`config.mk`:
```
export PLATFORM = sky130hd
export DESIGN_NAME = mem_write_buffer
export DESIGN_NICKNAME = d
export VERILOG_FILES = /design/src/rtl/mem_write_buffer_pkg.sv /design/src/rtl/mem_write_buffer_fwd_match.sv /design/src/rtl/mem_write_buffer.sv
export SDC_FILE = /design/constraint.sdc
export NUM_CORES = 1
export LEC_CHECK = 0
export CAP_MARGIN = 20
export CORE_UTILIZATION = 55
export CTS_CLUSTER_DIAMETER = 200
export CTS_CLUSTER_SIZE = 28
export DETAILED_ROUTE_END_ITERATION = 8
export GPL_TIMING_DRIVEN = 0
export PLACE_DENSITY = 0.78
export SKIP_CTS_REPAIR_TIMING = 1
export SLEW_MARGIN = 20
export SYNTH_ARGS = -nofsm -noshare
export SYNTH_HDL_FRONTEND = slang
export SYNTH_HIERARCHICAL = 1
export SYNTH_SLANG_ARGS = --single-unit
```
`constraint.sdc`:
```
create_clock -name clk -period 8.89 [get_ports clk]
set_input_delay 0.889 -clock clk [delete_from_list [all_inputs] [get_ports clk]]
set_output_delay 0.889 -clock clk [all_outputs]
set_load 0.01 [all_outputs]
```
`src/rtl/mem_write_buffer_pkg.sv`:
```
// Shared widths and the entry record layout for the MEM-stage store buffer.
package mem_write_buffer_pkg;

  localparam int unsigned WB_DEPTH = 4;
  localparam int unsigned WB_AW    = 10;
  localparam int unsigned WB_DW    = 32;
  localparam int unsigned WB_PCW   = 32;

  typedef struct packed {
    logic [WB_PCW-1:0] pc;
    logic [WB_AW-1:0]  addr;
    logic [WB_DW-1:0]  data;
  } wb_entry_t;

endpackage

```
`src/rtl/mem_write_buffer_fwd_match.sv`:
```
// Store-to-load forwarding search: finds the youngest valid entry whose address matches the load.
module wb_fwd_match
  import mem_write_buffer_pkg::*;
#(
  parameter int unsigned DEPTH = WB_DEPTH,
  parameter int unsigned AW    = WB_AW,
  parameter int unsigned DW    = WB_DW
) (
  input  logic [AW-1:0]              entry_addr [DEPTH],
  input  logic [DW-1:0]              entry_data [DEPTH],
  input  logic [DEPTH-1:0]           valid,
  input  logic [$clog2(DEPTH)-1:0]   head,
  input  logic [AW-1:0]              ld_addr,
  output logic                       hit,
  output logic [DW-1:0]              data
);

  localparam int unsigned PW = $clog2(DEPTH);

  logic [PW-1:0] idx;

  // Walk from oldest to youngest so the last match found wins.
  always_comb begin
    hit  = 1'b0;
    data = '0;
    idx  = '0;
    for (int i = 0; i < DEPTH; i++) begin
      idx = PW'(head + PW'(i));
      if (valid[idx] && (entry_addr[idx] == ld_addr)) begin
        hit  = 1'b1;
        data = entry_data[idx];
      end
    end
  end

endmodule

```
`src/rtl/mem_write_buffer.sv`:
```
// In-order store buffer between the MEM-stage store path and data memory, with load forwarding.
module mem_write_buffer
  import mem_write_buffer_pkg::*;
#(
  parameter int unsigned DEPTH = WB_DEPTH,
  parameter int unsigned AW    = WB_AW,
  parameter int unsigned DW    = WB_DW
) (
  input  logic              clk,
  input  logic              reset,
  input  logic              st_valid,
  input  logic [WB_PCW-1:0] st_pc,
  input  logic [AW-1:0]     st_addr,
  input  logic [DW-1:0]     st_data,
  output logic              st_ready,
  input  logic              drain_en,
  input  logic [AW-1:0]     ld_addr,
  output logic              ld_hit,
  output logic [DW-1:0]     ld_data,
  output logic [WB_PCW-1:0] dm_pc,
  output logic              dm_we,
  output logic [AW-1:0]     dm_addr,
  output logic [DW-1:0]     dm_din,
  output logic              empty,
  output logic              full,
  output logic              overflow
);

  localparam int unsigned PW = $clog2(DEPTH);
  localparam int unsigned CW = PW + 1;

  logic [WB_PCW-1:0] pc_mem   [DEPTH];
  logic [AW-1:0]     addr_mem [DEPTH];
  logic [DW-1:0]     data_mem [DEPTH];

  logic [PW-1:0]    head_q;
  logic [PW-1:0]    tail_q;
  logic [CW-1:0]    count_q;
  logic             overflow_q;
  logic             push;
  logic [DEPTH-1:0] valid;

  // Status is decoded from registered count only, so st_ready has no input-to-output path.
  assign empty    = (count_q == '0);
  assign full     = (count_q == CW'(DEPTH));
  assign st_ready = ~full;
  assign overflow = overflow_q;

  assign push  = st_valid & ~full;
  assign dm_we = drain_en & ~empty;

  assign dm_pc   = empty ? '0 : pc_mem[head_q];
  assign dm_addr = empty ? '0 : addr_mem[head_q];
  assign dm_din  = empty ? '0 : data_mem[head_q];

  // An entry is live when its distance from head is below count.
  always_comb begin
    valid = '0;
    for (int i = 0; i < DEPTH; i++) begin
      valid[i] = (CW'(PW'(PW'(i) - head_q)) < count_q);
    end
  end

  always_ff @(posedge clk or posedge reset) begin
    if (reset) begin
      head_q     <= '0;
      tail_q     <= '0;
      count_q    <= '0;
      overflow_q <= 1'b0;
    end else begin
      if (push) begin
        tail_q <= PW'(tail_q + PW'(1));
      end
      if (dm_we) begin
        head_q <= PW'(head_q + PW'(1));
      end
      case ({push, dm_we})
        2'b10:   count_q <= CW'(count_q + CW'(1));
        2'b01:   count_q <= CW'(count_q - CW'(1));
        default: count_q <= count_q;
      endcase
      if (st_valid && full) begin
        overflow_q <= 1'b1;
      end
    end
  end

  // Payload needs no reset; validity is tracked by head/count.
  always_ff @(posedge clk) begin
    if (push) begin
      pc_mem[tail_q]   <= st_pc;
      addr_mem[tail_q] <= st_addr;
      data_mem[tail_q] <= st_data;
    end
  end

  wb_fwd_match #(
    .DEPTH (DEPTH),
    .AW    (AW),
    .DW    (DW)
  ) u_fwd (
    .entry_addr (addr_mem),
    .entry_data (data_mem),
    .valid      (valid),
    .head       (head_q),
    .ld_addr    (ld_addr),
    .hit        (ld_hit),
    .data       (ld_data)
  );

endmodule

```
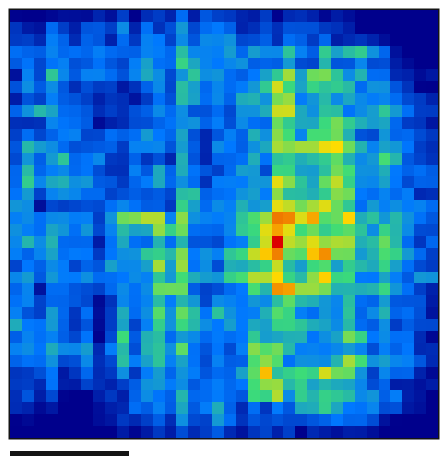
Run 1: routed metal per tile
Bar = 50 um. The die is cut into 36 by 36 equal tiles; dark blue is low, red is high, scaled to the fullest tile. Values are wire area over tile area, all layers added.
fullest tile: 0.94
nearly empty tiles: 5.4%
emptiest ninth of the die: south-west
tiles over half the peak: 9.6%
Vias: 12,418
GRT Overall Usage: 30.25%
WL final: 49,280 um

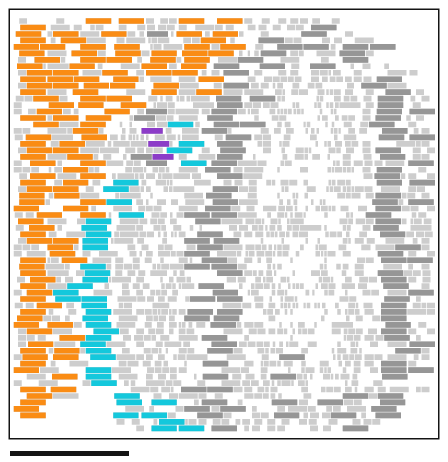
Run 1: register map, names as in the netlist
Bar = 50 um.
legend:
  `pc_mem`:
    color: orange
    placed_flops: 128
  `addr_mem`:
    color: cyan
    placed_flops: 40
  `count_q`:
    color: purple
    placed_flops: 3
not colored: 133
final core utilization: 65.91%
Seq area share: 44.61%

==> impl_metrics.env, run 1 <==
# yosys + openroad results
export IMPL_largest_cell_class="sequential cells"
export IMPL_power_share_switching_pct=39.26
export IMPL_outcome="completed"
export IMPL_async_flop_share_pct=2.632
export IMPL_setup_tns_ps=0
export IMPL_yosys_top_cells_count="edfxtp_1, mux2i_1, mux4_2, and2_1, nand2_1"
export IMPL_ir_worst_vdd_mv=0.2060
export IMPL_hold_depth=1
export IMPL_holdWs_ps=472.1
export IMPL_grt_use_met3_pct=5.699
export IMPL_synth_top_cell_by_count="edfxtp_1"
export IMPL_use_met2_pct=50.38
export IMPL_synth_edff_count=296
export IMPL_grt_overflow=0
export IMPL_rr_endpoint="addr_mem[34]"
export IMPL_clk_path_buf_depth=3
export IMPL_layout_drive_gt1_share_pct=16.61
export IMPL_openroad_warnings=30
export IMPL_ys_sh_xor_pct=2.862
export IMPL_r2r_worst_path_cells=6
export IMPL_largest_area_cell="edfxtp_1"
export IMPL_routed_wl_met3_um=4284
export IMPL_powerComb_mw=4.20
export IMPL_pwr_share_comb_pct=59.9
export IMPL_clock_buffers=22
export IMPL_buf_share_pct=13.14
export IMPL_synth_cell_types=69
export IMPL_required_ps=8000
export IMPL_start_kind="register"
export IMPL_ys_ff=304
export IMPL_place_congestion=0.9960
export IMPL_clock_area_share_pct=2.094
export IMPL_cp_num_buf_inv=6
export IMPL_maxCapViolCount=0
export IMPL_p_sw_mw=2.754
export IMPL_simple_gate_share_pct=6.994
export IMPL_comb_multi_input_count=787
export IMPL_nFlopsAndLatches=304
export IMPL_inv_count=29
export IMPL_numCtsBuffers=14
export IMPL_fp_util_pct=56.43
export IMPL_top_logic_kind="multiplexers"
export IMPL_ys_warnings_count=6
export IMPL_htreeDepth=1
export IMPL_crit_fanout=10
export IMPL_dieArea_mm2=0.03243
export IMPL_antenna_found_initial=4
export IMPL_placed_cell_area_mm2=0.01994
export IMPL_ff_type="edfxtp_1"
export IMPL_dp_cells=1823
export IMPL_layout_top_cell="edfxtp_1"
export IMPL_critPathCapture="ld_data[25]"
export IMPL_routed_top_layer="met5"
export IMPL_clkPwrFrac_pct=10.9
export IMPL_rrSetupSlack_ps=6550
export IMPL_worst_slew_pin_slew_ps=1064
export IMPL_drt_wirelength_per_cell_um=26.64
export IMPL_synthAoiAreaFrac_pct=10.86
export IMPL_wl_met1_um=19350
export IMPL_setup_slack_ps=2361
export IMPL_powerClk_mw=0.768
export IMPL_drtIter0Drc=1365
export IMPL_die_h_um=180.1
export IMPL_cts_sinks=304
export IMPL_drv_slew=0
export IMPL_crit_start="head_q[1]"
export IMPL_path_depth=17
export IMPL_row_count=64
export IMPL_dieWidth_um=180.1
export IMPL_drc_errors=0
export IMPL_top_usage_layer="met2"
export IMPL_synthMuxAreaShare_pct=21.85
export IMPL_p_leak_nw=6.846
export IMPL_finalHoldViolCount=0
export IMPL_postSynthCellCount=1233
export IMPL_ys_cells=1233
export IMPL_pg_seq_mw=2.05
export IMPL_vias_per_cell=6.712
export IMPL_final_min_clock_period_ps=6529
export IMPL_min_path_type="register to register"
export IMPL_n_antenna_cell=3
export IMPL_grt_max_degree=45
export IMPL_max_slew_margin_pct=27.03
export IMPL_sh_comb_area_pct=37.15
export IMPL_syn_cell_area_mm2=0.01744
export IMPL_period_used_pct=73.44
export IMPL_crit_family="buffers and inverters"
export IMPL_port_buffer_count=190
export IMPL_cts_tree="built"
export IMPL_power_frac_seq_pct=29.2
export IMPL_wl_met2_um=24020
export IMPL_preCtsSetupSlack_ps=3035
export IMPL_synthAdderAreaFrac_pct=0.7603
export IMPL_syn2layout_area_growth_pct=16.79
export IMPL_crit_top_cell="buf_2"
export IMPL_clkTransAtPathRegs_ps=110
export IMPL_hpwl_um=34320
export IMPL_drt_pass1_iterations=6
export IMPL_largestRegisters="data_mem x128, pc_mem x128, addr_mem x40"
export IMPL_grt_pass1_wl_um=74870
export IMPL_fmax_mhz=153.2
export IMPL_crit_type="register to output port"
export IMPL_tap_cells=396
export IMPL_n_all_buffers=307
export IMPL_slowest_stage="o221ai_1"
export IMPL_ys_area_mm2=0.01744
export IMPL_fillers=2269
export IMPL_syn_area_per_cell_um2=14.15
export IMPL_yosys_top_cells_area="edfxtp_1, mux4_2, mux2i_1"
export IMPL_grtUsageMet1_pct=39.84
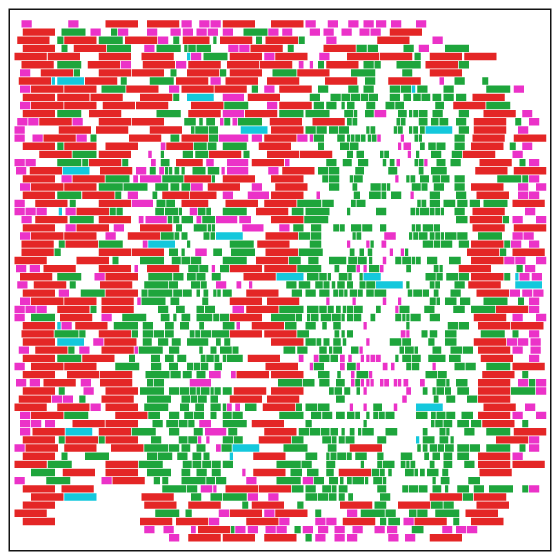
Run 1: cells colored by class
legend:
  remaining logic cells:
    color: green
    cells: 816
    share_of_their_area: 39%
  registers:
    color: red
    cells: 304
    share_of_their_area: 46%
  remaining buffers and delay cells:
    color: magenta
    cells: 307
    share_of_their_area: 13%
  clock drivers and dummy loads:
    color: cyan
    cells: 24
    share_of_their_area: 2.1%
core area: 0.03091 mm2
cell area after layout: 0.02037 mm2

==> run 2: changes to the inputs <==
Clock period 8.89 ns to 6.6 ns, I/O delays scaled along.
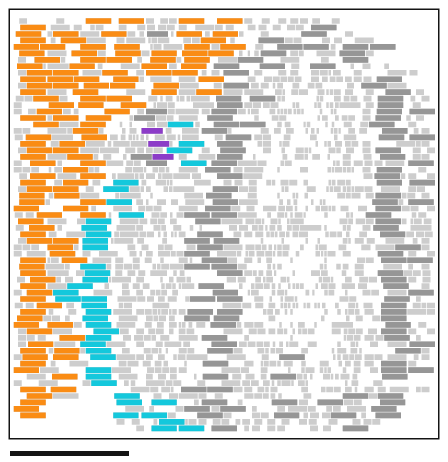
Run 2: register map, names as in the netlist
Bar = 50 um.
legend:
  `addr_mem`:
    color: cyan
    placed_flops: 40
  `count_q`:
    color: purple
    placed_flops: 3
  `pc_mem`:
    color: orange
    placed_flops: 128
FF/Latch Area: 0.009089 mm2
Power Sequential: 2.75 mW

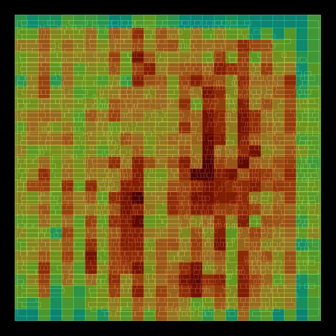
Run 2: congestion heat map
WL per Instance: 26.64 um
met3 Usage GRT: 5.699%
M2 GR Usage: 50.38%

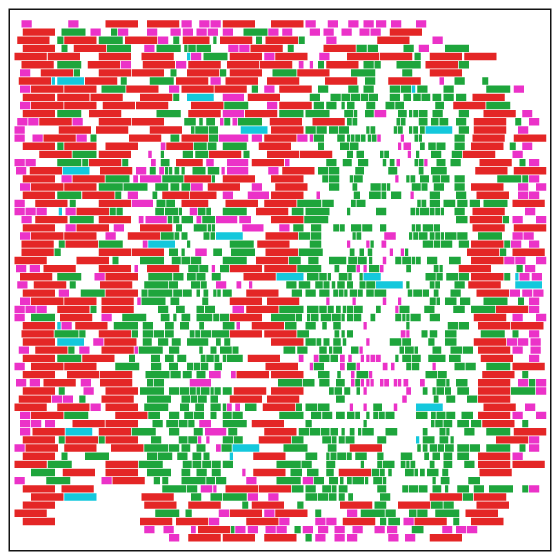
Run 2: cells colored by class
legend:
  remaining logic cells:
    color: green
    cells: 816
    share_of_their_area: 39%
  remaining buffers and delay cells:
    color: magenta
    cells: 307
    share_of_their_area: 13%
  registers:
    color: red
    cells: 304
    share_of_their_area: 46%
  clock drivers and dummy loads:
    color: cyan
    cells: 24
    share_of_their_area: 2.1%
Rows: 64

==> impl_metrics.env, run 2 <==
# yosys + openroad results
export IMPL_outcome="completed"
export IMPL_dp_cells=1823
export IMPL_ir_worst_vdd_mv=0.2775
export IMPL_synthMuxAreaShare_pct=21.85
export IMPL_totalWireLength_um=49280
export IMPL_synthAdderAreaFrac_pct=0.7603
export IMPL_period_used_pct=95.45
export IMPL_p_leak_nw=6.846
export IMPL_nFlopsAndLatches=304
export IMPL_start_kind="register"
export IMPL_layout_drive_gt1_share_pct=16.61
export IMPL_ys_cells=1233
export IMPL_grt_max_degree=45
export IMPL_fmax_mhz=158.7
export IMPL_largest_area_cell="edfxtp_1"
export IMPL_final_min_clock_period_ps=6300
export IMPL_min_path_type="primary input to asynchronous set/reset pin"
export IMPL_power_frac_seq_pct=29.2
export IMPL_postLayoutCellArea_mm2=0.02037
export IMPL_synth_edff_count=296
export IMPL_power_share_switching_pct=39.26
export IMPL_ys_ff=304
export IMPL_crit_fanout=10
export IMPL_place_congestion=0.9960
export IMPL_hpwl_um=34320
export IMPL_syn2layout_area_growth_pct=16.79
export IMPL_rrSetupSlack_ps=4260
export IMPL_p_sw_mw=3.710
export IMPL_crit_top_cell="buf_2"
export IMPL_finalHoldViolCount=0
export IMPL_inv_count=29
export IMPL_worst_slew_pin_slew_ps=1064
export IMPL_drt_pass1_iterations=6
export IMPL_clock_area_share_pct=2.094
export IMPL_numCtsBuffers=14
export IMPL_fillers=2269
export IMPL_antenna_found_initial=4
export IMPL_n_antenna_cell=3
export IMPL_ys_warnings_count=6
export IMPL_htreeDepth=1
export IMPL_largestRegisters="data_mem x128, pc_mem x128, addr_mem x40"
export IMPL_clkPwrFrac_pct=10.9
export IMPL_postSynthCellCount=1233
export IMPL_grtUsageMet1_pct=39.84
export IMPL_wl_met1_um=19350
export IMPL_preCtsSetupSlack_ps=974.3
export IMPL_clk_path_buf_depth=3
export IMPL_ff_type="edfxtp_1"
export IMPL_synth_cell_types=69
export IMPL_comb_multi_input_count=787
export IMPL_dieWidth_um=180.1
export IMPL_yosys_top_cells_area="edfxtp_1, mux4_2, mux2i_1"
export IMPL_synthAoiAreaFrac_pct=10.86
export IMPL_tap_cells=396
export IMPL_die_h_um=180.1
export IMPL_setup_tns_ps=0
export IMPL_crit_start="head_q[1]"
export IMPL_path_depth=17
export IMPL_r2r_worst_path_cells=6
export IMPL_yosys_top_cells_count="edfxtp_1, mux2i_1, mux4_2, and2_1, nand2_1"
export IMPL_powerClk_mw=1.03
export IMPL_top_usage_layer="met2"
export IMPL_async_flop_share_pct=2.632
export IMPL_core_area_mm2=0.03091
export IMPL_crit_type="register to output port"
export IMPL_fp_util_pct=56.43
export IMPL_drtIter0Drc=1365
export IMPL_openroad_warnings=30
export IMPL_top_logic_kind="multiplexers"
export IMPL_rr_endpoint="addr_mem[34]"
export IMPL_cp_num_buf_inv=6
export IMPL_powerComb_mw=5.66
export IMPL_simple_gate_share_pct=6.994
export IMPL_seq_share_pct=44.61
export IMPL_drc_errors=0
export IMPL_clock_buffers=22
export IMPL_drv_slew=0
export IMPL_routed_top_layer="met5"
Power figures rest on the tool's default switching activity, not on a simulated workload.
